==> src/rtl/mem_port_arbiter.sv <==
// mem_port_arbiter: shares one single-port fixed-latency memory between IF and MEM.
// Grants one requester at a time. The bus is held for WAIT_CYCLES cycles, then a
// one-cycle ready pulse is issued to the granted requester, followed by one IDLE
// turnaround cycle.
// Optional build macro MEM_ARB_RR_EN: round-robin arbitration instead of fixed
// MEM priority.
module mem_port_arbiter #(
    parameter int unsigned ADDR_W      = 32,
    parameter int unsigned DATA_W      = 32,
    parameter int unsigned WAIT_CYCLES = 2
) (
    input  logic              clk,
    input  logic              rst,
    input  logic              if_req,
    input  logic [ADDR_W-1:0] if_addr,
    input  logic              if_flush,
    output logic [DATA_W-1:0] if_rdata,
    output logic              if_ready,
    input  logic              mem_rd_en,
    input  logic              mem_wr_en,
    input  logic [ADDR_W-1:0] mem_addr,
    input  logic [DATA_W-1:0] mem_wdata,
    output logic [DATA_W-1:0] mem_rdata,
    output logic              mem_ready,
    output logic [ADDR_W-1:0] bus_addr,
    output logic [DATA_W-1:0] bus_wdata,
    output logic              bus_we,
    output logic              bus_re,
    input  logic [DATA_W-1:0] bus_rdata,
    output logic              freez_if,
    output logic              freez_pipe
);

    typedef enum logic [1:0] {StIdle, StAccess, StDone} state_e;

    state_e            state_q, state_d;
    logic [3:0]        cnt_q, cnt_d;
    logic [ADDR_W-1:0] addr_q, addr_d;
    logic [DATA_W-1:0] wdata_q, wdata_d;
    logic              we_q, we_d;
    logic              gnt_mem_q, gnt_mem_d;
    logic              flushed_q, flushed_d;
    logic [DATA_W-1:0] if_rdata_q, if_rdata_d;
    logic [DATA_W-1:0] mem_rdata_q, mem_rdata_d;
    logic              mem_pend, if_pend, pick_mem, pick_if;
    logic              in_access, in_done;

    assign mem_pend = mem_rd_en | mem_wr_en;
    assign if_pend  = if_req & ~if_flush;

`ifdef MEM_ARB_RR_EN
    // 0: IF was granted last, 1: MEM was granted last
    logic last_grant_q, last_grant_d;

    // Contested grant goes to whoever did not win last time
    always_comb begin
        pick_mem     = mem_pend & (~if_pend | ~last_grant_q);
        pick_if      = if_pend & ~pick_mem;
        last_grant_d = last_grant_q;
        if (state_q == StIdle && (pick_mem || pick_if)) begin
            last_grant_d = pick_mem;
        end
    end

    // Round-robin history register
    always_ff @(posedge clk) begin
        if (rst) last_grant_q <= 1'b0;
        else     last_grant_q <= last_grant_d;
    end
`else
    // Fixed priority: the older instruction (MEM) always wins
    always_comb begin
        pick_mem = mem_pend;
        pick_if  = if_pend & ~mem_pend;
    end
`endif

    // Next-state: grant, count down the access, capture read data
    always_comb begin
        state_d     = state_q;
        cnt_d       = cnt_q;
        addr_d      = addr_q;
        wdata_d     = wdata_q;
        we_d        = we_q;
        gnt_mem_d   = gnt_mem_q;
        flushed_d   = flushed_q;
        if_rdata_d  = if_rdata_q;
        mem_rdata_d = mem_rdata_q;
        unique case (state_q)
            StIdle: begin
                if (pick_mem) begin
                    addr_d    = mem_addr;
                    wdata_d   = mem_wdata;
                    we_d      = mem_wr_en;  // rd and wr together counts as a write
                    gnt_mem_d = 1'b1;
                    flushed_d = 1'b0;
                    cnt_d     = 4'(WAIT_CYCLES - 1);
                    state_d   = StAccess;
                end else if (pick_if) begin
                    addr_d    = if_addr;
                    wdata_d   = '0;
                    we_d      = 1'b0;
                    gnt_mem_d = 1'b0;
                    flushed_d = 1'b0;
                    cnt_d     = 4'(WAIT_CYCLES - 1);
                    state_d   = StAccess;
                end
            end
            StAccess: begin
                if (!gnt_mem_q && if_flush) flushed_d = 1'b1;
                if (cnt_q == 4'd0) begin
                    state_d = StDone;
                    if (!we_q) begin
                        if (gnt_mem_q)                     mem_rdata_d = bus_rdata;
                        else if (!flushed_q && !if_flush)  if_rdata_d  = bus_rdata;
                    end
                end else begin
                    cnt_d = cnt_q - 4'd1;
                end
            end
            StDone:  state_d = StIdle;
            default: state_d = StIdle;
        endcase
    end

    // Outputs; reset forces every output low in the cycle it is sampled
    always_comb begin
        in_access  = (state_q == StAccess) & ~rst;
        in_done    = (state_q == StDone) & ~rst;
        bus_re     = in_access & ~we_q;
        bus_we     = in_access & we_q;
        bus_addr   = rst ? '0 : addr_q;
        bus_wdata  = rst ? '0 : wdata_q;
        mem_ready  = in_done & gnt_mem_q;
        if_ready   = in_done & ~gnt_mem_q & ~flushed_q & ~if_flush;
        if_rdata   = rst ? '0 : if_rdata_q;
        mem_rdata  = rst ? '0 : mem_rdata_q;
        freez_pipe = ~rst & mem_pend & ~mem_ready;
        freez_if   = ~rst & (freez_pipe | (if_req & ~if_ready & ~if_flush));
    end

    // State registers
    always_ff @(posedge clk) begin
        if (rst) begin
            state_q     <= StIdle;
            cnt_q       <= '0;
            addr_q      <= '0;
            wdata_q     <= '0;
            we_q        <= 1'b0;
            gnt_mem_q   <= 1'b0;
            flushed_q   <= 1'b0;
            if_rdata_q  <= '0;
            mem_rdata_q <= '0;
        end else begin
            state_q     <= state_d;
            cnt_q       <= cnt_d;
            addr_q      <= addr_d;
            wdata_q     <= wdata_d;
            we_q        <= we_d;
            gnt_mem_q   <= gnt_mem_d;
            flushed_q   <= flushed_d;
            if_rdata_q  <= if_rdata_d;
            mem_rdata_q <= mem_rdata_d;
        end
    end

endmodule

==> config.mk <==
export PLATFORM = sky130hd
export DESIGN_NAME = mem_port_arbiter
export DESIGN_NICKNAME = d
export VERILOG_FILES = /design/src/rtl/mem_port_arbiter.sv
export SDC_FILE = /design/constraint.sdc
export NUM_CORES = 1
export LEC_CHECK = 0
export ABC_AREA = 1
export CAP_MARGIN = 5
export CELL_PAD_IN_SITES_DETAIL_PLACEMENT = 0
export CELL_PAD_IN_SITES_GLOBAL_PLACEMENT = 1
export CORE_MARGIN = 2
export CORE_UTILIZATION = 25
export CTS_CLUSTER_SIZE = 8
export DETAILED_ROUTE_END_ITERATION = 7
export PLACE_DENSITY = 0.82
export RECOVER_POWER = 100
export SYNTH_ARGS = -nofsm -noshare
export SYNTH_HDL_FRONTEND = slang
export SYNTH_SLANG_ARGS = --single-unit
==> constraint.sdc <==
create_clock -name clk -period 1.5 [get_ports clk]
set_input_delay 0.3 -clock clk [delete_from_list [all_inputs] [get_ports clk]]
set_output_delay 0.3 -clock clk [all_outputs]
set_load 0.01 [all_outputs]
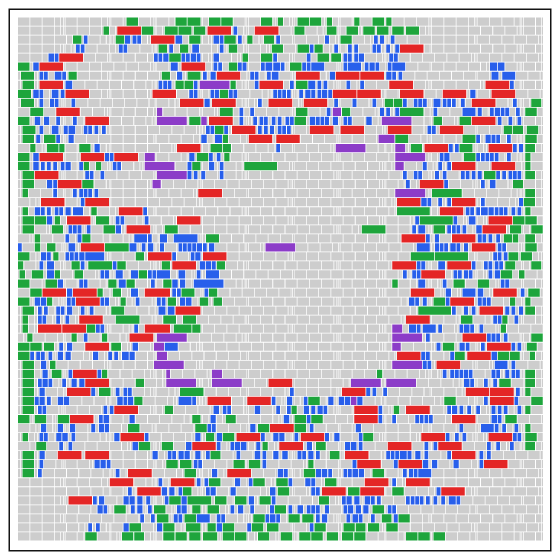
run_1/cell_classes.png
Fill, decap, tap and diode cells in grey.
- clock drivers and dummy loads: purple (cells 32; share of their area 5.4%)
- all other logic: blue (cells 801; share of their area 35%)
- other buffers and delay cells: green (cells 337; share of their area 32%)
- flip-flops: red (cells 137; share of their area 28%)
Layout Utilization: 0.415
register share of the cell area: 0.265

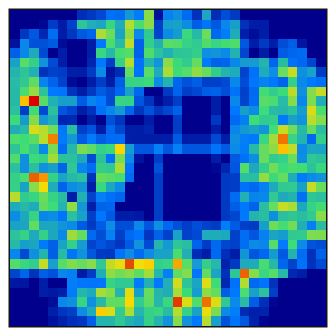
run_1/wire_density.png
The die is cut into 33 by 33 equal tiles; dark blue is low, red is high, scaled to the fullest tile. Values are wire area over tile area, all layers added.
- tiles over half the peak: 16%
- nearly empty tiles: 17%
- fullest tile: 0.47
- mean over tiles: 0.13
- emptiest ninth of the die: middle

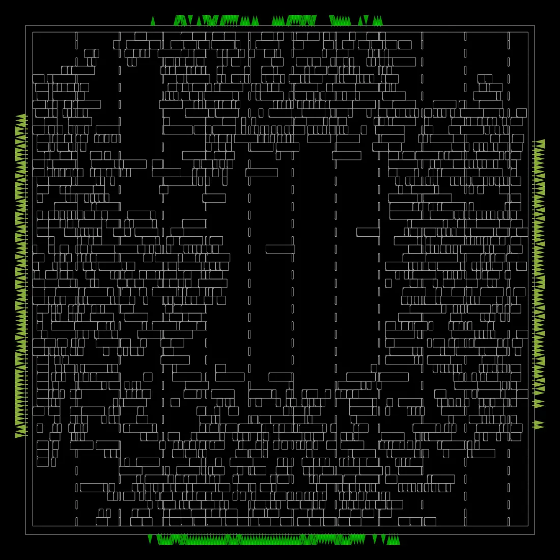
run_1/final_placement.png
non-filler cells, final: 1637
CORE AREA: 25000 µm²
count of standard-cell rows: 58
registers: 137
tapcell count: 330

==> reports/metrics.cfg, run 1 <==
[synth]
ys_chip_area_um2=6290
synth.lib_cells_used.distinct=21
synthSimpleGateAreaFrac=0.321
yosysMostFrequentCell=sky130_fd_sc_hd__nor2_1
synth.avg_cell_area_um2=6.28
synth_seq_share=0.436
yosysTopAreaCellShare=0.436
synthTopCellsByArea=sky130_fd_sc_hd__dfxtp_1 (44%), sky130_fd_sc_hd__nor2_1 (16%), sky130_fd_sc_hd__nand2_1 (12%)
synth.cells.most_frequent=sky130_fd_sc_hd__nor2_1 (268), sky130_fd_sc_hd__nand2_1 (209), sky130_fd_sc_hd__inv_1 (141)
yosys.area.top_type=sky130_fd_sc_hd__dfxtp_1

[timing]
maxSlewHeadroom=0.658
number_of_endpoints_failing_setup_at_the_final_stage=14
final_critical_path_setup_slack_ps=-268
slew_limit_fails=0

[status]
violations=setup timing
result_of_the_run=complete, but fails checks

[worst_hold_path]
hold_path.class=input pin to flop
holdCritStartpoint=rst

[clocking]
root_buffer=sky130_fd_sc_hd__clkbuf_16
cts_tree=yes
clkTransAtPathRegs_ps=60
clock_sinks=137

[global_route]
met2_usage=0.274
antenna_found_initial=0
grt.busiest_layer=met2

[setup_path]
crit_required_ps=1200
path_max_fanout=2
max_stage_delay_ps=330
worstReg2RegEnd=if_rdata_q[13]$_SDFFE_PP0P_
timing.critical_path.to_type=output pin

[placed_design]
preCtsSetupSlack_ps=-635
gp_congestion=0.803
place.detailed.hpwl_mm=14.2

[route]
routed_via_density=4.17
wl_met3_mm=1.39
top_routing_layer_in_use=met4
route.layer.met1.wl_mm=9.84

[power_and_ir_drop]
max-vdd-ir-drop_uv=546

[finish]
finalNetCount=1429
largest_class=buffers
total_number_of_multi_input_combinational_cells=659
nonClockBufferCount=337
n_antenna_cell=0
layout_non_clock_buf_frac=0.305

## run 1: per-stage QoR
step	power (µW)	instance area, µm²	utilization	instances	TNS [ps]
3_3_place_gp	6960	9590	0.384	1592	-71090
5_1_grt	11600	10400	0.415	1637	-2710
3_5_place_dp	6990	9590	0.384	1592	-74340
2_1_floorplan	5650	6290	-	1002	0
4_1_cts	11000	10300	0.414	1634	-1430
6_report	10900	10400	0.415	1637	-1090
## run 1: sequential cells by signal, summed over array words and instances, names as in the netlist
signal and count:
flushed_q 1, mem_rdata_q 32, if_rdata_q 32, cnt_q 4, wdata_q 32, we_q 1
gnt_mem_q 1, state_q 2, addr_q 32
## run 1: power breakdown
group,switching [µW],leakage (µW),internal (µW)
sequential,134,0.00112,4060
combinational,1550,0.00345,1310
clock,1710,0.000256,2170
total,3390,0.00483,7540
run_1/port_nets.png
The bar under the picture is 50 µm long.
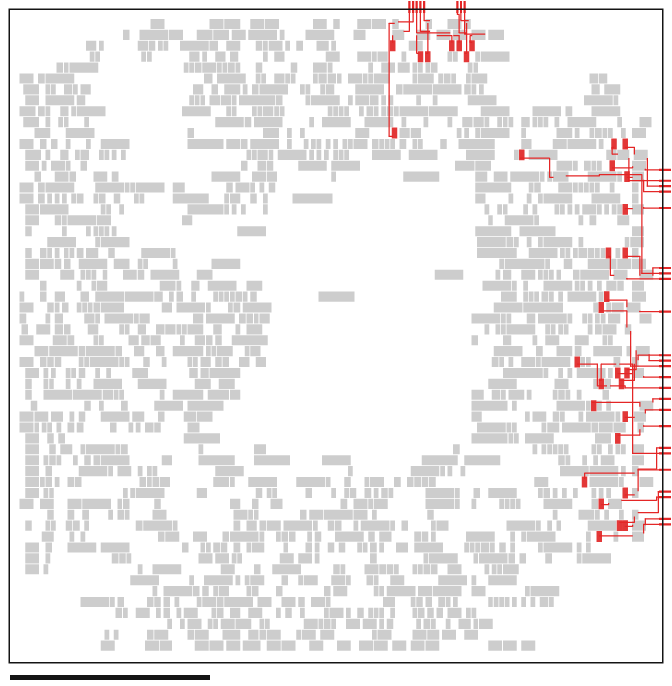

==> run 1 -> run 2 <==
--- a/config.mk
+++ b/config.mk
@@ -9,11 +9,12 @@
 export CAP_MARGIN = 5
 export CELL_PAD_IN_SITES_DETAIL_PLACEMENT = 0
 export CELL_PAD_IN_SITES_GLOBAL_PLACEMENT = 1
-export CORE_MARGIN = 2
+export CORE_MARGIN = 1
 export CORE_UTILIZATION = 25
 export CTS_CLUSTER_SIZE = 8
 export DETAILED_ROUTE_END_ITERATION = 7
-export PLACE_DENSITY = 0.82
+export DONT_BUFFER_PORTS = 1
+export PLACE_DENSITY = 0.64
 export RECOVER_POWER = 100
 export SYNTH_ARGS = -nofsm -noshare
 export SYNTH_HDL_FRONTEND = slang
==> constraint.sdc (replaced) <==
create_clock -name clk -period 1.6 [get_ports clk]
set_input_delay 0.32 -clock clk [delete_from_list [all_inputs] [get_ports clk]]
set_output_delay 0.32 -clock clk [all_outputs]
set_load 0.01 [all_outputs]
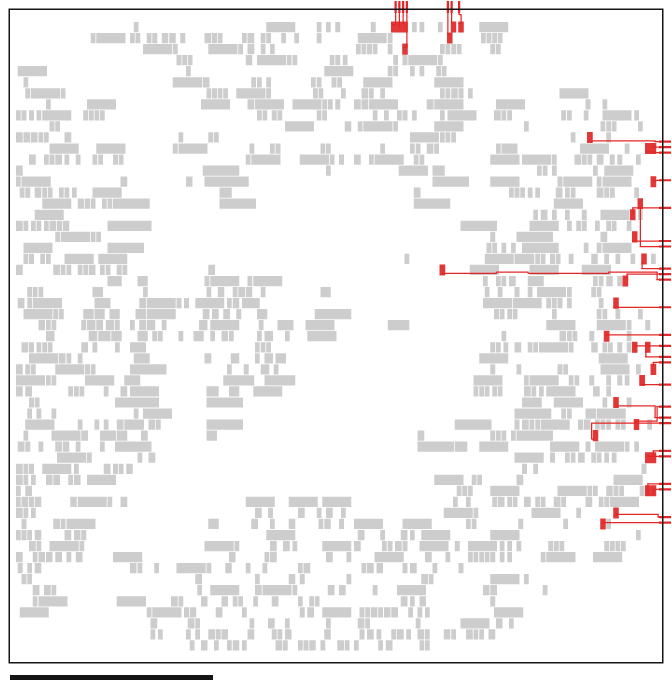
run_2/port_nets.png
The bar under the picture is 50 µm long.
- `mem_rdata`: red (bits 32; direction output; edge 25 right, 7 top; end cells 32; buffers 0; wire 290 µm)
number of primary I/O pins: 268
total of buffers placed on input and output ports: 0

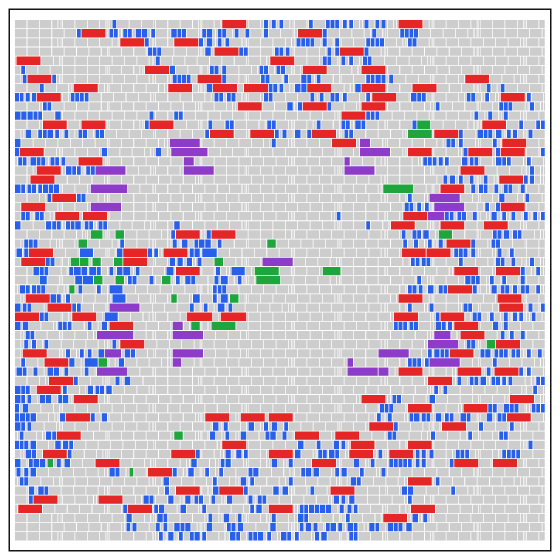
run_2/cell_classes.png
Fill, decap, tap and diode cells in grey.
- flip-flops: red (cells 137; share of their area 39%)
- other buffers and delay cells: green (cells 29; share of their area 4.2%)
- clock drivers and dummy loads: purple (cells 30; share of their area 8.8%)
- all other logic: blue (cells 801; share of their area 48%)

==> reports/metrics.cfg, run 2 <==
[status]
result_of_the_run=complete, but fails checks
violations=setup timing

[setup_path]
path_max_fanout=3
worstReg2RegEnd=wdata_q[4]$_SDFFE_PP0P_
max_stage_delay_ps=330
crit_required_ps=1280
timing.critical_path.to_type=output pin

[power_and_ir_drop]
p_clk_frac=0.423
max-vdd-ir-drop_uv=573
internal_power_uw=6900
power_switching_uw=2790
finalPower_uw=9680
comb_power_share=0.170
netSwitchingFraction=0.288
seq-power_uw=3930
pg_comb_uw=1650
p_clk_uw=4100
share_seq_of_total_power=0.406

[finish]
total_number_of_multi_input_combinational_cells=659
final_util=0.301
nonClockBufferCount=29
n_antenna_cell=1
final-instance-count-excl-fill=1322
layout.cell_area.non_filler_um2=7360
layout_non_clock_buf_frac=0.0396
largest_class=combinational gates

[timing]
maxSlewHeadroom=0.573
number_of_endpoints_failing_setup_at_the_final_stage=4
slew_limit_fails=0
tns_ps=-193
final_critical_path_setup_slack_ps=-90.5

[synth]
synth.lib_cells_used.distinct=21
synth_seq_share=0.436
synth.avg_cell_area_um2=6.28
ys_chip_area_um2=6290
yosysTopAreaCellShare=0.436
yosysMostFrequentCell=sky130_fd_sc_hd__nor2_1

[floorplan]
placeableCoreArea_um2=24500

[global_route]
grt.busiest_layer=met2
antenna_found_initial=0

[route]
wl_met3_mm=1.61
routed_via_density=4.26
top_routing_layer_in_use=met4

[placed_design]
placedCellCount=1279
preCtsSetupSlack_ps=22.4
place.detailed.hpwl_mm=11.8
place_area_um2=6600

[worst_hold_path]
hold_path.class=input pin to flop
holdCritStartpoint=bus_rdata[13]

[clocking]
clkTransAtPathRegs_ps=60

[run 2: cell types whose count changed in the layout (fill, tap and decap cells not counted), moves of 19 or more]
cell	delta
sky130_fd_sc_hd__dlygate4sd2_1	-34
sky130_fd_sc_hd__nor2_2	-19
sky130_fd_sc_hd__clkdlybuf4s15_1	-33
sky130_fd_sc_hd__buf_4	-34
sky130_fd_sc_hd__nor2_1	+27
sky130_fd_sc_hd__clkbuf_2	-41
sky130_fd_sc_hd__clkdlybuf4s50_1	-130
[run 2: logic make-up after synthesis]
kind of cell | synth area share
and+or+nand+nor | 0.321
buffers and inverters | 0.131
AOI/OAI and AO/OA | 0.110
DFF | 0.436
adders and majority gates | 0.00199
run_2/pdn.png
The bar under the picture is 50 µm long. Pins as bars on the die edge. Tap cells in grey.
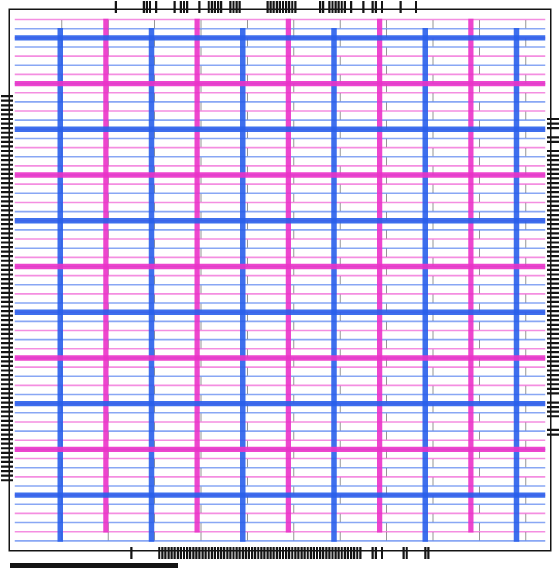

==> run 2 -> run 3 <==
--- a/config.mk
+++ b/config.mk
@@ -13,8 +13,7 @@
 export CORE_UTILIZATION = 25
 export CTS_CLUSTER_SIZE = 8
 export DETAILED_ROUTE_END_ITERATION = 7
-export DONT_BUFFER_PORTS = 1
-export PLACE_DENSITY = 0.64
+export PLACE_DENSITY = 0.85
 export RECOVER_POWER = 100
 export SYNTH_ARGS = -nofsm -noshare
 export SYNTH_HDL_FRONTEND = slang
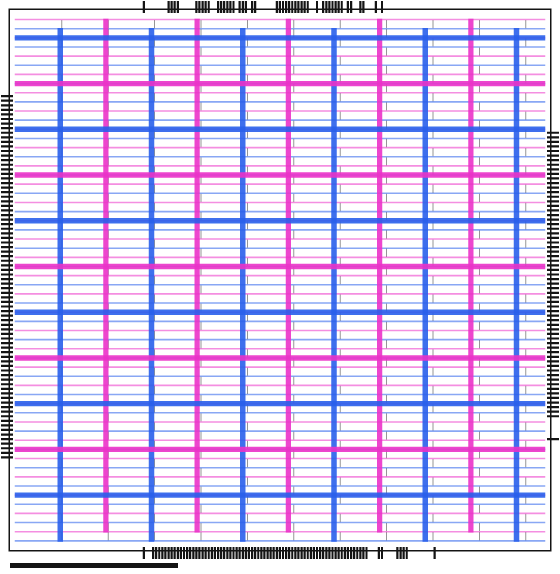
run_3/pdn.png
The bar under the picture is 50 µm long. Pins as bars on the die edge. Tap cells in grey.
- VSS: blue
- VDD: magenta
- met5 straps: 11
- signal pins: 268
- rows: 57
- met4 straps: 11
- tap cells: 324
height of the chip: 161 µm
CORE AREA: 24500 µm²
worst voltage drop across the vdd grid: 559 µV
horizontal extent of the die: 161 µm

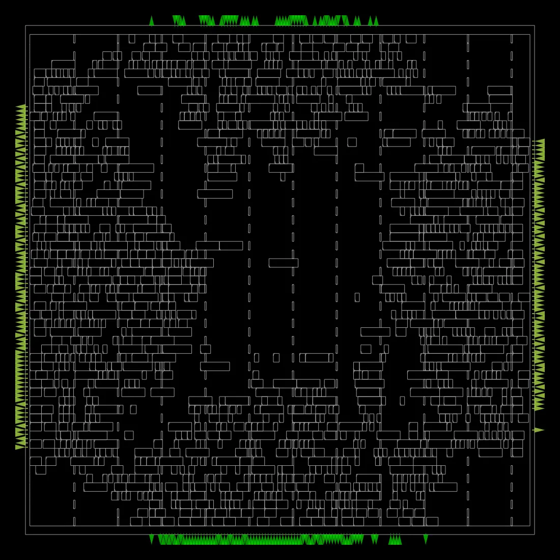
run_3/final_placement.png
fill cell instance count of the final layout: 2609
register share of the cell area: 0.263
Layout Utilization: 0.427

==> reports/metrics.cfg, run 3 <==
[status]
result_of_the_run=complete, but fails checks
violations=setup timing

[setup_path]
path_max_fanout=3
worstReg2RegEnd=flushed_q$_SDFFE_PP0P_
crit_required_ps=1280

[worst_hold_path]
hold_path.class=input pin to flop
holdCritStartpoint=rst

[placed_design]
place.detailed.hpwl_mm=13.9
gp_congestion=0.774
place_area_um2=9610
portBuffers=267

[synth]
synthTopCellsByArea=sky130_fd_sc_hd__dfxtp_1 (44%), sky130_fd_sc_hd__nor2_1 (16%), sky130_fd_sc_hd__nand2_1 (12%)
synth.lib_cells_used.distinct=21
yosysTopAreaCellShare=0.436
synthTopLogicFamily=simple AND/OR/NAND/NOR gates
synth_area_in_xor_xnor=0
yosys-mux-area-fraction=0
ys_chip_area_um2=6290
yosys.area.top_type=sky130_fd_sc_hd__dfxtp_1
yosysMostFrequentCell=sky130_fd_sc_hd__nor2_1
synth_seq_share=0.436
synth.avg_cell_area_um2=6.28

[global_route]
antenna_found_initial=0

[clocking]
clkTransAtPathRegs_ps=60
cts_tree=yes

[finish]
finalNetCount=1444

[timing]
maxSlewHeadroom=0.532
slew_limit_fails=0
number_of_endpoints_failing_setup_at_the_final_stage=6
final_critical_path_setup_slack_ps=-208

[route]
routed_via_density=4.18

run 3: final cells by class:
cell class | count | area, µm² | share of cell area
inverter | 142 | 536 | 0.0512
tap | 324 | 405 | 0.0388
multi-input combinational | 660 | 2830 | 0.271
clock inverter | 13 | 189 | 0.0181
timing repair buffer | 351 | 3300 | 0.316
sequential | 137 | 2750 | 0.263
clock buffer | 19 | 443 | 0.0424
run 3: metal layers:
metal / up-vias / track usage / share of wire
met5: - / 0 / 0
met4: 0 / 0.0571 / 0.016
met3: 25 / 0.0421 / 0.055
met2: 194 / 0.272 / 0.47
met1: 3037 / 0.194 / 0.46
li1: 3622 / - / -
run 3: where the power goes:
group,leakage [µW],switching [µW],internal (µW),total [µW]
Sequential,0.00112,126,3810,3940
Clock,0.000305,1590,2670,4260
Combinational,0.00379,1430,1220,2650
Power is estimated from default activity; no workload was simulated.
